[config.mk]
export PLATFORM = sky130hd
export DESIGN_NAME = inst_fetch_queue
export DESIGN_NICKNAME = d
export VERILOG_FILES = /design/src/rtl/inst_fetch_queue.sv
export SDC_FILE = /design/constraint.sdc
export NUM_CORES = 1
export LEC_CHECK = 0
export CELL_PAD_IN_SITES_DETAIL_PLACEMENT = 1
export CELL_PAD_IN_SITES_GLOBAL_PLACEMENT = 2
export CORE_MARGIN = 2
export CORE_UTILIZATION = 39
export DETAILED_ROUTE_END_ITERATION = 8
export MAX_ROUTING_LAYER = met4
export PLACE_DENSITY = 0.84
export SLEW_MARGIN = 40
export SYNTH_ARGS = -nofsm -noshare
export SYNTH_HDL_FRONTEND = slang
export SYNTH_SLANG_ARGS = --single-unit
[constraint.sdc]
create_clock -name clk -period 1.8 [get_ports clk]
set_input_delay 0.36 -clock clk [delete_from_list [all_inputs] [get_ports clk]]
set_output_delay 0.36 -clock clk [all_outputs]
set_load 0.01 [all_outputs]
[src/rtl/inst_fetch_queue.sv]
// Instruction fetch queue: credit-limited imem requests, in-order response tracking and a decode FIFO.
// Define IFQ_BYPASS_EN to forward a response straight to decode when the FIFO is empty.
module inst_fetch_queue #(
  parameter int PC_WIDTH   = 32,
  parameter int INST_WIDTH = 32,
  parameter int DEPTH      = 4,
  parameter int MAX_OUT    = 2
) (
  input  logic                     clk,
  input  logic                     rst_n,
  input  logic [PC_WIDTH-1:0]      pc_i,
  input  logic                     flush,
  output logic                     fetch_stall,
  output logic                     imem_req,
  output logic [PC_WIDTH-1:0]      imem_addr,
  input  logic                     imem_gnt,
  input  logic                     imem_rvalid,
  input  logic [INST_WIDTH-1:0]    imem_rdata,
  output logic                     inst_valid,
  input  logic                     inst_ready,
  output logic [INST_WIDTH-1:0]    inst_data,
  output logic [PC_WIDTH-1:0]      inst_pc,
  output logic [$clog2(DEPTH):0]   ifq_count
);

  localparam int CW = $clog2(DEPTH) + 1;
  localparam int IW = $clog2(DEPTH);
  localparam int OW = $clog2(MAX_OUT) + 1;
  localparam int AW = (MAX_OUT > 1) ? $clog2(MAX_OUT) : 1;
  localparam int SW = CW + 1;

  logic [PC_WIDTH-1:0]   addrMem_q [MAX_OUT];
  logic [AW-1:0]         aWr_q, aRd_q;
  logic [OW-1:0]         out_q, drop_q, drop_d;
  logic [PC_WIDTH-1:0]   pcMem_q [DEPTH];
  logic [INST_WIDTH-1:0] instMem_q [DEPTH];
  logic [IW-1:0]         wr_q, rd_q;
  logic [CW-1:0]         count_q;

  logic [SW-1:0] creditSum;
  logic          accept, resp, keep, push, pop, headValid, bypass;

  always_comb begin
    creditSum   = SW'(count_q) + SW'(out_q);
    imem_req    = rst_n && !flush && (out_q < OW'(MAX_OUT)) && (creditSum < SW'(DEPTH));
    accept      = imem_req && imem_gnt;
    fetch_stall = !accept;
    imem_addr   = pc_i;
    // A response with nothing outstanding is a leftover from before reset
    resp        = imem_rvalid && (out_q != '0);
    keep        = resp && (drop_q == '0) && !flush;
    headValid   = (count_q != '0);
    pop         = headValid && inst_ready && !flush;
`ifdef IFQ_BYPASS_EN
    bypass      = keep && !headValid;
    push        = keep && !(bypass && inst_ready);
    inst_valid  = headValid || bypass;
    inst_data   = bypass ? imem_rdata : instMem_q[rd_q];
    inst_pc     = bypass ? addrMem_q[aRd_q] : pcMem_q[rd_q];
`else
    bypass      = 1'b0;
    push        = keep;
    inst_valid  = headValid;
    inst_data   = instMem_q[rd_q];
    inst_pc     = pcMem_q[rd_q];
`endif
    ifq_count   = count_q;
    // Everything still in flight once the flush cycle ends must be discarded
    if (flush)
      drop_d = out_q - OW'(resp);
    else if (resp && (drop_q != '0))
      drop_d = drop_q - OW'(1);
    else
      drop_d = drop_q;
  end

  always_ff @(posedge clk or negedge rst_n) begin
    if (!rst_n) begin
      for (int i = 0; i < MAX_OUT; i++) addrMem_q[i] <= '0;
      for (int i = 0; i < DEPTH; i++) begin
        pcMem_q[i]   <= '0;
        instMem_q[i] <= '0;
      end
      aWr_q   <= '0;
      aRd_q   <= '0;
      out_q   <= '0;
      drop_q  <= '0;
      wr_q    <= '0;
      rd_q    <= '0;
      count_q <= '0;
    end else begin
      if (accept) begin
        addrMem_q[aWr_q] <= pc_i;
        aWr_q <= (aWr_q == AW'(MAX_OUT - 1)) ? '0 : aWr_q + AW'(1);
      end
      if (resp)
        aRd_q <= (aRd_q == AW'(MAX_OUT - 1)) ? '0 : aRd_q + AW'(1);
      out_q  <= out_q + OW'(accept) - OW'(resp);
      drop_q <= drop_d;
      if (flush) begin
        wr_q    <= '0;
        rd_q    <= '0;
        count_q <= '0;
      end else begin
        if (push) begin
          pcMem_q[wr_q]   <= addrMem_q[aRd_q];
          instMem_q[wr_q] <= imem_rdata;
          wr_q            <= wr_q + IW'(1);
        end
        if (pop)
          rd_q <= rd_q + IW'(1);
        count_q <= count_q + CW'(push) - CW'(pop);
      end
    end
  end

endmodule

registers.png
Other sequential cells in the stronger grey, the rest of the logic in the fainter grey.
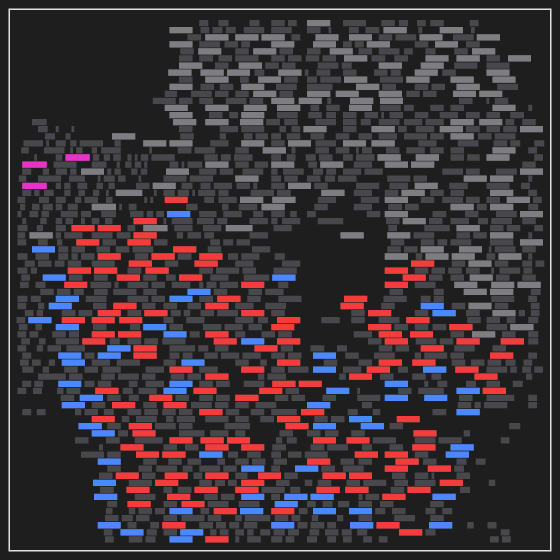
Key: red = pcMem_q [placed flops 128]; blue = addrMem_q [placed flops 64]; magenta = ifq_count [placed flops 3]
Seq. cell area: 8350 sq um
Util after Layout: 53.4%
Flop+latch power: 10.9 mW
sequential share of cell area: 38.2%

gate_families.png
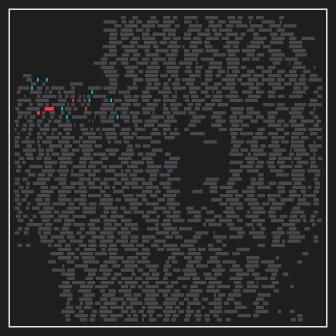
Key: red = NAND gates [cells 4]; cyan = inverters [cells 9]
combinational share of cell area: 33.2%
final std cells w/o fill: 1770
most frequent logic cell in the layout: dfrtp_1

met1.png
Supply wires on this layer in grey.
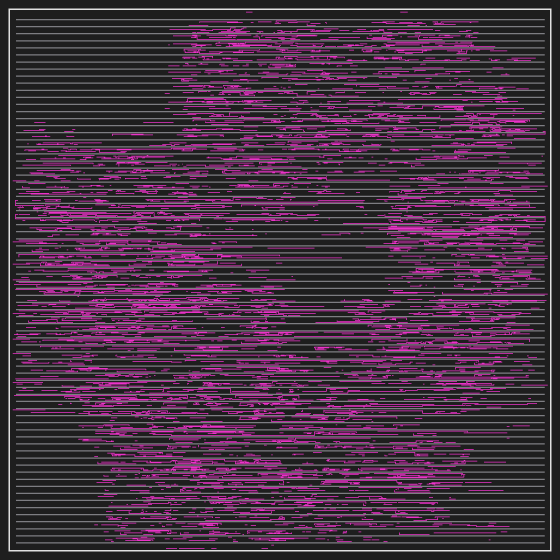
The longest straight run is 78.7 um. The layer carries 19000 um of wire. The wires run mostly horizontal. 1214 nets have wire on it.
final wirelength: 44100 um
total number of vias: 9120
GR Layer Usage met1: 26.7%

synthesized netlist by cell type, types with 2 or more instances:
master / number
mux2_4: 248
inv_1: 9
dfrtp_1: 333
ha_1: 10
nor3b_2: 4
nor2b_1: 2
clkbuf_1: 7
buf_2: 8
buf_12: 24
buf_6: 14
xnor2_1: 7
and4_1: 2
mux4_2: 64
mux2_2: 104
xor2_1: 4
nand2_1: 2
buf_4: 33
buf_1: 3
o311ai_0: 2
nor2_1: 10
logic make-up after synthesis:
kind of cell | share of synthesized area, %
multiplexers | 39.2
XOR/XNOR | 0.595
adder cells (fa/ha/maj) | 0.897
AND/OR/NAND/NOR | 1.15
buffers and inverters | 6.16
flip-flops | 51.5
AND-OR/OR-AND | 0.472
==> run_results.csv <==
group,metric,value,unit
final_layout,fillers,3767,
critical_path,path_class,"flop to primary output",
power_and_ir_drop,clock_power_share,24.7,%
floorplanning,fp-row-count,74,
synth,syn_nets,987,
timing,setup_ws,-0.639,ns
critical_path,regToRegSetupSlack,-0.26,ns
routing,dr.pass1.iters,5,
power_and_ir_drop,irDropWorstVdd,791,uV
floorplanning,core_area,40900,sq um
flow_run,drv_cap,0,
power_and_ir_drop,report.power.total,32.0,mW
final_layout,reg.largest.list,"instMem_q: 128 flops, pcMem_q: 128 flops, addrMem_q: 64 flops",
clock_network,clkTransAtPathRegs,0.06,ns
routing,routed.top_layer,"met4",
final_layout,nClkBuffers,54,
clock_network,cts_tree,"yes",
clock_network,cts_hold_buffers,0,
global_routing,grt_max_degree,145,
routing,wl_met2,22500,um
power_and_ir_drop,power_frac_comb,41.3,%
final_layout,drive_gt1_share,61.1,%
clock_network,clock_latency,0.56,ns
power_and_ir_drop,p_int,22.3,mW
floorplanning,pin_count,172,
critical_path,r2r-start,"out_q[1]",
timing,period_used_share,135,%
timing,min_period,2.44,ns
timing,finClkSkew,0.0174,ns
final_layout,syn_to_final_growth,35.0,%
run_status,failed_checks,"setup timing",
global_routing,grt_pass1_wl,68300,um
timing,rsz0062_at_grt,"true",
floorplanning,dieArea,43100,sq um
routing,antenna_left,0,
run_status,status,"finished, violations left",
power_and_ir_drop,leakage,9.94,nW
critical_path,crit_chain,"buf_12 > buf_16 > buf_12 > mux4_2 > buf_6",
critical_path,worst_setup_path_end_kind,"primary output",
final_layout,final_cell_mix,"dfrtp_1, mux2_4, clkdlybuf4s50_1",
final_layout,flops,333,
global_routing,grt_pass1_vias,10640,
critical_path,arrival,2.08,ns
timing,setup_tns,-73.54,ns
timing,finalMaxSlewViolations,0,
power_and_ir_drop,seqPwrFrac,34.1,%
critical_path,cp_top_family,"buffers and inverters",
timing,fmax,0.410,GHz
worst_hold_path,hp-class,"input pin to async pin",
critical_path,critPathCapture,"inst_data[23]",
synth,yosys.area.top_type,"dfrtp_1",
place,dp.final_hpwl,24600,um
final_layout,nMultiInputCombCells,475,
final_layout,postLayoutCellArea,21800,sq um
synth,synth.top_cell.area_share,51.5,%
final_layout,clock_cell_area_share,5.71,%
timing,slew-limit-headroom,52.8,%
place,placed_area,19000,sq um
critical_path,timing.rr.end,"addrMem_q[38]",
clock_network,cts_sinks,333,
synth,async_reset_ff_share,100,%
critical_path,start_kind,"flop",
timing,tightestPinTransition,0.708,ns
critical_path,cp_num_cells,5,
routing,initialDrtViolationCount,468,
power_and_ir_drop,powerDensity,1460,nW/um^2
power_and_ir_drop,clk-power,7.89,mW
global_routing,grt_most_used_layer,"met2",
timing,whs,0.464,ns
final_layout,non_clock_buffer_count,353,
final_layout,nets,1291,
routing,wl_met1,19000,um
global_routing,grt_usage,21.3,%
flow_run,warnings,36,
final_layout,inverters,9,
power_and_ir_drop,powerComb,13.2,mW
critical_path,cp.buffers_inverters,4,
critical_path,critPathMaxStageDelay,0.52,ns
clock_network,cts_buffers,38,
timing,setup_viol,366,
synth,syn_avg_cell_area,17.9,sq um
global_routing,overflow,0,
global_routing,met3_usage,3.46,%
final_layout,buffer_area_share,19.7,%
floorplanning,die_h,208,um
Power figures rest on the tool's default switching activity, not on a simulated workload.
